===== src/rtl/stream_topk_tracker.sv =====
`default_nettype none
// ============================================================================
// Module   : stream_topk_tracker
// Purpose  : Tracks the K largest unsigned samples of a qualified stream,
//            reports the K-th largest and allows readback of any rank.
//            Also keeps a saturating count of accepted samples.
// Revision : 1.0 - initial release
// ============================================================================
module stream_topk_tracker #(
   parameter int DATA_WIDTH = 32,
   parameter int K          = 4,
   parameter int CNT_W      = 16
) (
   input  logic                     clk,
   input  logic                     resetn,
   input  logic                     clr,
   input  logic                     din_valid,
   input  logic [DATA_WIDTH-1:0]    din,
   input  logic [$clog2(K)-1:0]     rank_sel,
   output logic [DATA_WIDTH-1:0]    kth_out,
   output logic                     kth_valid,
   output logic [DATA_WIDTH-1:0]    rank_out,
   output logic                     rank_valid,
   output logic [CNT_W-1:0]         count
);

   localparam int c_sel_w = $clog2(K);
   localparam int c_occ_w = $clog2(K + 1);

   // Sorted table, largest in slot 0; only slots below r_occ hold samples.
   logic [DATA_WIDTH-1:0] r_top [K];
   logic [c_occ_w-1:0]    r_occ;
   logic [CNT_W-1:0]      r_count;

   // w_ge marks filled slots that stay ahead of din; it is always a prefix
   // because the table is sorted, so its length is the insert position.
   logic [K-1:0]          w_ge;
   logic [DATA_WIDTH-1:0] w_next [K];

   logic [DATA_WIDTH-1:0] w_rank_out;
   logic                  w_rank_valid;

   // Per-slot next value: keep if ahead of din, take din at the insert
   // position, otherwise shift down from the slot above.
   for (genvar i = 0; i < K; i++) begin : g_slot
      assign w_ge[i] = (c_occ_w'(i) < r_occ) && (r_top[i] >= din);
      if (i == 0) begin : g_head
         assign w_next[i] = w_ge[i] ? r_top[i] : din;
      end else begin : g_tail
         assign w_next[i] = w_ge[i]   ? r_top[i] :
                            w_ge[i-1] ? din      : r_top[i-1];
      end
   end

   // Table, occupancy and sample-count update; reset and clear win over data.
   always_ff @(posedge clk) begin
      if (!resetn || clr) begin
         for (int i = 0; i < K; i++) begin
            r_top[i] <= '0;
         end
         r_occ   <= '0;
         r_count <= '0;
      end else if (din_valid) begin
         for (int i = 0; i < K; i++) begin
            r_top[i] <= w_next[i];
         end
         if (r_occ != c_occ_w'(K)) begin
            r_occ <= r_occ + c_occ_w'(1);
         end
         if (r_count != {CNT_W{1'b1}}) begin
            r_count <= r_count + CNT_W'(1);
         end
      end
   end

   // Rank readback; selections at or beyond K (or beyond occupancy) give zero.
   always_comb begin
      w_rank_out   = '0;
      w_rank_valid = 1'b0;
      for (int i = 0; i < K; i++) begin
         if ((rank_sel == c_sel_w'(i)) && (c_occ_w'(i) < r_occ)) begin
            w_rank_out   = r_top[i];
            w_rank_valid = 1'b1;
         end
      end
   end

   assign kth_valid  = (r_occ == c_occ_w'(K));
   assign kth_out    = kth_valid ? r_top[K-1] : '0;
   assign rank_out   = w_rank_out;
   assign rank_valid = w_rank_valid;
   assign count      = r_count;

endmodule
`default_nettype wire


===== config.mk =====
export PLATFORM = sky130hd
export DESIGN_NAME = stream_topk_tracker
export DESIGN_NICKNAME = d
export VERILOG_FILES = /design/src/rtl/stream_topk_tracker.sv
export SDC_FILE = /design/constraint.sdc
export NUM_CORES = 1
export LEC_CHECK = 0
export CAP_MARGIN = 10
export CORE_MARGIN = 2
export CORE_UTILIZATION = 60
export CTS_BUF_LIST = sky130_fd_sc_hd__clkbuf_2
export CTS_CLUSTER_SIZE = 8
export DETAILED_ROUTE_END_ITERATION = 16
export PLACE_DENSITY = 0.84
export SLEW_MARGIN = 20
export SYNTH_ARGS = -nofsm -noshare
export SYNTH_HDL_FRONTEND = slang
export SYNTH_SLANG_ARGS = --single-unit

===== constraint.sdc =====
create_clock -name clk -period 6 [get_ports clk]
set_input_delay 0.6 -clock clk [delete_from_list [all_inputs] [get_ports clk]]
set_output_delay 0.6 -clock clk [all_outputs]
set_load 0.02 [all_outputs]

Run 1, metal 3:
Scale bar: 50 um.
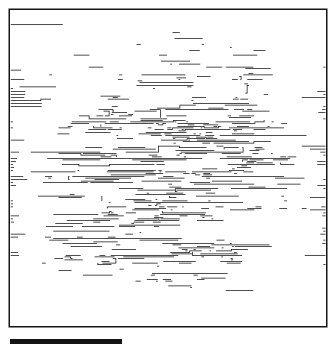
The longest straight run is 69.2 um. The layer carries 3430 um of wire. The layer holds 10% of the routed length. The wires run mostly horizontal. 253 nets have wire on it.

Run 1, sequential cells colored by netlist name:
Other cells in gray.
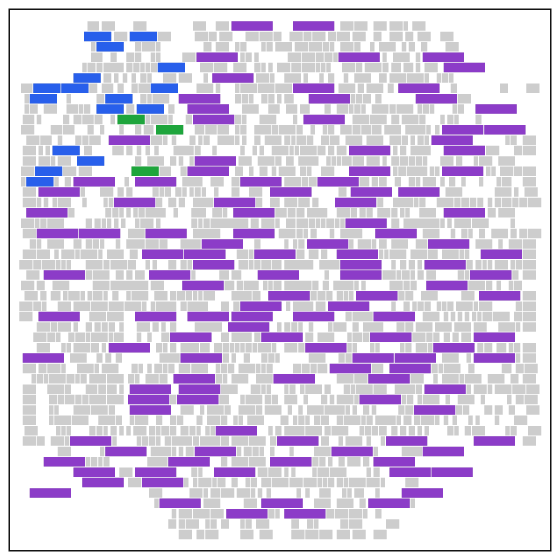
Green stands for r_occ, sequential cells 3. Purple stands for r_top, sequential cells 128, where all over the die. Blue stands for count, sequential cells 16, where upper left.

Run 1, logic cells by family:
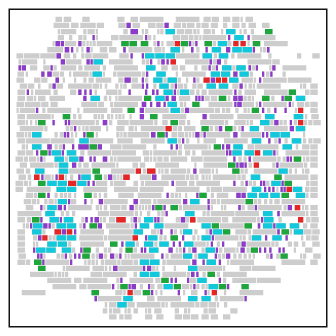
Cyan stands for adder and majority cells, cells 131, where all over the die. Red stands for AND-OR and OR-AND gates, cells 29. Purple stands for NAND gates, cells 275, where all over the die. Green stands for multiplexers, cells 64, where all over the die.

==> impl_metrics.toml, run 1 <==
# flow metrics
[detailed_routing]
tally_of_nets_with_antenna_violations_remaining_after_routing = 0
drt_wl_total_um = 33800
via_count = 10600
iteration_0_drc_count_of_the_detailed_router = 1409

[timing]
hold_violations = 0
min_period_over_period = 0.800
grt_setup_unrepaired = "no"
finalClockSkew_ns = 0.0498
timing_max_transition_violations_final = 0

[clocking]
clk_path_buf_depth = 2
worstSkewPairLatency_ns = 0.78
cts_h_tree_lvls = 4
path_clk_slew_ns = 0.23
cts_repair_resize_count = 0
cts_tree = "built"
postCtsHoldBufs = 0

[critical_path]
timing.reg2reg.worst_path_depth = 8
crit_cells = 9
criticalPathCategory = "register to output pin"
path_common_cell = "a21oi_1"
worstPathArrival_ns = 4.20
cp_bufs_invs = 3
cell_family_with_the_largest_share_of_critical_path_delay = "buffers and inverters"
worst_path_largest_cell_delay_ns = 0.89
worst-path-max-fanout = 38

[final_layout]
design.final.nets = 1508
share_of_cells_above_drive_strength_1 = 0.0725
n_antenna_cell = 1
clockNetworkAreaShare = 0.0139
count_of_non_cts_inverters_in_the_layout = 78
combGateArea_um2 = 6550
seq_cell_count = 147
biggestCellCategory = "logic gates"
signal_buffers = 138
layout_top_cell_excl_fill_tap = "nand2_1"
n_multi_input_combinational_cell = 957
commonest_non_fill_non_tap_cells_in_the_layout = "nand2_1 (193), a21oi_1 (142), ha_1 (131)"

[floorplanning]
ios = 120
placement_rows = 50
floorplan.tapcells = 234
placeableCoreArea_um2 = 18600
area_enclosed_by_the_die_boundary_um2 = 20000
floorplan.die.width_um = 142

[yosys]
top_area_cell = "edfxtp_1"
ys_sh_simple = 0.188
syn-mean-instance-area_um2 = 9.01
synth_warnings = 0
ys_sh_xor = 0.0100
postSynth.topFlopCell = "edfxtp_1"
synth.logic.top_family = "simple AND/OR/NAND/NOR gates"
most_frequent_cells_after_synthesis = "nand2_1 (193), a21oi_1 (143), ha_1 (131)"
synth.cellmix.compoundShare = 0.171
synth.cellmix.adderShare = 0.144
number_of_synthesized_flops_with_an_enable_pin = 128
synth_sequential_area_ratio = 0.372
yosys_stat_area_um2 = 11400
synth.most_common_cell = "nand2_1"
gate_count_post_synth = 1260

[power]
power_density_of_the_placed_cells_nw_per_um2 = 157
pwr-share-clk = 0.252
total_leakage_power_uw = 0.00597
power.share.combinational = 0.158
fin_total_pwr_uw = 2020

[run_status]
outcome = "finished, final reports clean"

[place]
port-buffer-count = 119
routability_driven_placement_congestion_ratio = 0.955

[flow_run]
stage_log_warnings = 27

[grt]
grt_start_max_net_pins = 99
global_route.usage.total = 0.341
grt_first_pass_wirelength_um = 53500

[hold_path]
hold_depth = 1
run 1: power groups by stage:
stage          Combinational, uW  Sequential [uW]  Clock (uW)
2_1_floorplan                199             1200           0
3_3_place_gp                 297             1210           0
3_5_place_dp                 309             1210           0
4_1_cts                      311             1190         505
5_1_grt                      349             1200         547
6_report                     319             1190         510
run 1: metrics by stage:
stage / setup slack (ns) / cells / area, um2 / hold slack (ns)
6_report: 1.20 / 1587 / 12900 / 0.536
3_3_place_gp: 1.74 / 1554 / 12700 / 0.492
4_1_cts: 1.21 / 1586 / 12900 / 0.538
3_5_place_dp: 1.74 / 1554 / 12700 / 0.492
5_1_grt: 0.906 / 1587 / 12900 / 0.536
2_1_floorplan: 1.47 / 1260 / 11400 / 0.490
run 1: cells by family (layout without fill, tap and decap cells):
logic type | Yosys count | after routing
xor+xnor | 13 | 13
simple gates | 464 | 464
fa+ha+maj | 131 | 131
other cells | 0 | 1
mux | 64 | 64
buf+inv | 156 | 248
compound gates | 285 | 285
flops | 147 | 147
run 1: path summary, 6_finish.rpt:
kind | start | to | slack [ns]
worst max register to register | r_top[1][5] | r_top[1][14] | 2.36
worst min-delay path | count[2] | count[2] | 0.54
worst min register to register | count[2] | count[2] | 0.54
worst max-delay path | r_occ[2] | rank_out[10] | 1.20
run 1: flip-flops by register name, summed over array words and instances, names as in the netlist:
register / cells
count: 16
r_occ: 3
r_top: 128
run 1: per-layer routing:
metal	vias up	track usage	routed length (um)
met3	130	0.0607	3430
met1	4932	0.452	13500
met5	-	0	0
met4	0	0.157	1390
li1	4787	-	-
met2	747	0.549	15400
Run 1, routing congestion map:
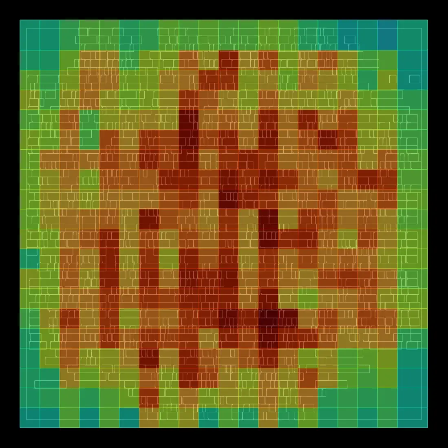

==> inputs of run 2 (changes only) <==
clock period = 4.95 ns   (was 6 ns; I/O delays follow)
Run 2, routing congestion map:
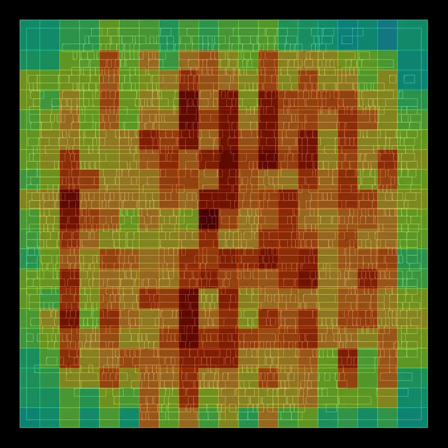
final core utilization: 0.694
grt peak-use layer: met2

==> run 2 against run 1 <==
Compared with the run above:
- first-iteration DRC count fell by 15%
- critical path type unchanged
- non-clock buffer count up 7
- die area unchanged
==> impl_metrics.toml, run 2 <==
# flow metrics
[final_layout]
layout.cell_area.non_filler_um2 = 12900
combGateArea_um2 = 6550
share_of_cells_above_drive_strength_1 = 0.0758
commonest_non_fill_non_tap_cells_in_the_layout = "nand2_1 (193), a21oi_1 (142), ha_1 (131)"
registers.top_by_ff_count = "r_top"
post_layout_nonfiller_instances = 1594

[yosys]
most_frequent_cells_after_synthesis = "nand2_1 (193), a21oi_1 (143), ha_1 (131)"
synth_warnings = 0
top_area_cell = "edfxtp_1"
gate_count_post_synth = 1260
number_of_synthesized_flops_with_an_enable_pin = 128
syn-mean-instance-area_um2 = 9.01
yosys_stat_area_um2 = 11400

[detailed_routing]
detailroute.wirelength.met2_um = 16000
tally_of_nets_with_antenna_violations_remaining_after_routing = 0
top_layer = "met4"
iteration_0_drc_count_of_the_detailed_router = 1197
wirelength_met1_um = 14000
via_count = 10400
drt_wl_total_um = 34400
route.met3.wl_um = 3060

[place]
dp_slack_ns = 1.16
port-buffer-count = 119
place_area_um2 = 12800
placed_cells = 1561
routability_driven_placement_congestion_ratio = 0.948

[grt]
grt.met3_usage = 0.0614
grt_use_met2 = 0.569
grt_first_pass_wirelength_um = 53600
grt_use_met1 = 0.450
grt_start_max_net_pins = 73

[clocking]
worstSkewPairLatency_ns = 0.79
cts_h_tree_lvls = 4
clk_path_buf_depth = 2
path_clk_slew_ns = 0.25
cts_repair_resize_count = 0

[critical_path]
worst_path_largest_cell_delay_ns = 0.68
worstPathArrival_ns = 3.79
cell_family_with_the_largest_share_of_critical_path_delay = "simple AND/OR/NAND/NOR gates"
criticalPathCategory = "register to output pin"
worst-path-max-fanout = 15

[run_status]
outcome = "finished, final reports clean"

[floorplanning]
area_enclosed_by_the_die_boundary_um2 = 20000
placeableCoreArea_um2 = 18600
placement_rows = 50

[timing]
timing_max_transition_violations_final = 0
min_period_over_period = 0.866
final_critical_path_setup_slack_ns = 0.664
hold_violations = 0
finalClockSkew_ns = 0.0416

[flow_run]
stage_log_warnings = 27

[power]
total_leakage_power_uw = 0.00598
power_density_of_the_placed_cells_nw_per_um2 = 189
-- run 2: metrics by stage --
| stage | hold slack (ns) | power, uW |
|---|---|---|
| floorplan | 0.490 | 1690 |
| global placement | 0.490 | 1840 |
| detailed placement | 0.507 | 1850 |
| CTS | 0.459 | 2430 |
| global route | 0.458 | 2540 |
| finish | 0.485 | 2450 |
-- run 2: where the power goes --
group | switching (uW) | internal [uW]
logic | 241 | 144
registers | 51.7 | 1400
clock network | 481 | 133
total | 774 | 1670
-- run 2: area by class of cell --
class	instances	share of cell area
diodes	1	0.000193
multi-input cells	957	0.506
flip-flops and latches	147	0.326
well taps	234	0.0226
inverters	78	0.0226
clock inverters	13	0.00686
repair buffers	145	0.108
clock buffers	19	0.00735
-- run 2: path summary, 6_finish.rpt --
kind / cells past startpoint / endpoint / slack (ns) / startpoint
hold reg to reg: 2 / count[1] / 0.53 / count[1]
setup reg to reg: 8 / r_top[0][23] / 1.72 / r_top[0][30]
setup / recovery: 8 / rank_out[0] / 0.66 / r_occ[1]
hold / removal: 4 / count[3] / 0.49 / clr
-- run 2: cells by family (layout without fill, tap and decap cells) --
| family | after synthesis | count (layout) | share of synthesized area |
|---|---|---|---|
| other | 0 | 1 | 0 |
| AOI/OAI and AO/OA | 285 | 285 | 0.171 |
| and+or+nand+nor | 464 | 464 | 0.188 |
| DFF | 147 | 147 | 0.372 |
| adders and majority gates | 131 | 131 | 0.144 |
| muxes | 64 | 64 | 0.0564 |
| xor gates and xnor gates | 13 | 13 | 0.0100 |
| buffers and inverters | 156 | 255 | 0.0583 |
-- run 2: worst min-delay path, stage by stage --
cell             delay (ns)
clkdlybuf4s50_1        0.47
nor2b_1                0.15
o21ai_0                0.12
nor2_1                 0.04
==> inputs of run 3 (changes only) <==
SKIP_LAST_GASP = 1   (was not set)
Run 3, metal 3:
Scale bar: 50 um.
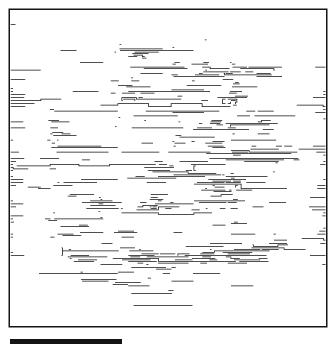
214 nets have wire on it. The layer carries 3060 um of wire.

==> run 3 against run 2 <==
Compared with the run above:
- critical path type unchanged
- worst setup slack unchanged
- area after synthesis is the same
- synthesized cell count did not move
- core utilization unchanged
- register-to-register slack is essentially flat
- largest power group unchanged
- first-iteration DRC count did not move
- via count is the same
==> impl_metrics.toml, run 3 <==
# flow metrics
[run_status]
outcome = "finished, final reports clean"

[power]
p_seq_frac = 0.592
p_sw_frac = 0.316
power.switching_uw = 774
p_clk_uw = 614
power.share.combinational = 0.157
power_density_of_the_placed_cells_nw_per_um2 = 189
pwr-share-clk = 0.251
total_leakage_power_uw = 0.00598
intPower_uw = 1670

[critical_path]
worst_path_largest_cell_delay_ns = 0.68
r2r_start = "r_top[0][30]"
worstPathArrival_ns = 3.79
cell_family_with_the_largest_share_of_critical_path_delay = "simple AND/OR/NAND/NOR gates"
worst_setup_path_startpoint = "r_occ[1]"

[timing]
hold_violations = 0
finalClockSkew_ns = 0.0416
final_critical_path_setup_slack_ns = 0.664
min_period_over_period = 0.866
timing_max_transition_violations_final = 0

[place]
routability_driven_placement_congestion_ratio = 0.948
dp_slack_ns = 1.16

[yosys]
synth_warnings = 0
yosys_stat_area_um2 = 11400
number_of_synthesized_flops_with_an_enable_pin = 128
gate_count_post_synth = 1260
syn-mean-instance-area_um2 = 9.01
muxShareOfSynthArea = 0.0564
synth.cellmix.compoundShare = 0.171
top_area_cell = "edfxtp_1"
ys_sh_xor = 0.0100
most_frequent_cells_after_synthesis = "nand2_1 (193), a21oi_1 (143), ha_1 (131)"

[final_layout]
combGateArea_um2 = 6550
share_of_cells_above_drive_strength_1 = 0.0758
registers.top_by_ff_count = "r_top"

[clocking]
clk_path_buf_depth = 2
path_clk_slew_ns = 0.25
cts_repair_resize_count = 0

[floorplanning]
placeableCoreArea_um2 = 18600
area_enclosed_by_the_die_boundary_um2 = 20000
placement_rows = 50

[detailed_routing]
iteration_0_drc_count_of_the_detailed_router = 1197
drt_wl_total_um = 34400
via_count = 10400
## run 3: worst min-delay path, cell delays in order
cell and delay [ns]:
clkdlybuf4s50_1 0.47, nor2b_1 0.15, o21ai_0 0.12, nor2_1 0.04
## run 3: logic make-up (layout without fill, tap and decap cells)
group,Yosys count,count (layout)
multiplexers,64,64
XOR/XNOR,13,13
adder cells (fa/ha/maj),131,131
other,0,1
AND-OR/OR-AND,285,285
flip-flops,147,147
AND/OR/NAND/NOR,464,464
buffers and inverters,156,255
## run 3: metal layers
| layer | GRT usage | vias up | routed length [um] |
|---|---|---|---|
| met5 | 0 | - | 0 |
| met4 | 0.140 | 0 | 1240 |
| met3 | 0.0614 | 115 | 3060 |
| met2 | 0.569 | 628 | 16000 |
| met1 | 0.450 | 4849 | 14000 |
| li1 | - | 4782 | - |
## run 3: layout make-up
type | count | share of cell area
diodes | 1 | 0.000193
clock buffers | 19 | 0.00735
clock inverters | 13 | 0.00686
inverters | 78 | 0.0226
multi-input cells | 957 | 0.506
flip-flops and latches | 147 | 0.326
well taps | 234 | 0.0226
repair buffers | 145 | 0.108
## run 3: path summary, 6_finish.rpt
path | cells after the start | end | slack [ns]
max | 8 | rank_out[0] | 0.66
min | 4 | count[3] | 0.49
max reg2reg | 8 | r_top[0][23] | 1.72
min reg2reg | 2 | count[1] | 0.53
## run 3: per-stage QoR
stage / util / power [uW] / area (um2)
2_1_floorplan: - / 1690 / 11400
3_3_place_gp: 0.684 / 1840 / 12800
3_5_place_dp: 0.684 / 1850 / 12800
4_1_cts: 0.694 / 2430 / 12900
5_1_grt: 0.694 / 2540 / 12900
6_report: 0.694 / 2450 / 12900
Power figures rest on the tool's default switching activity, not on a simulated workload.
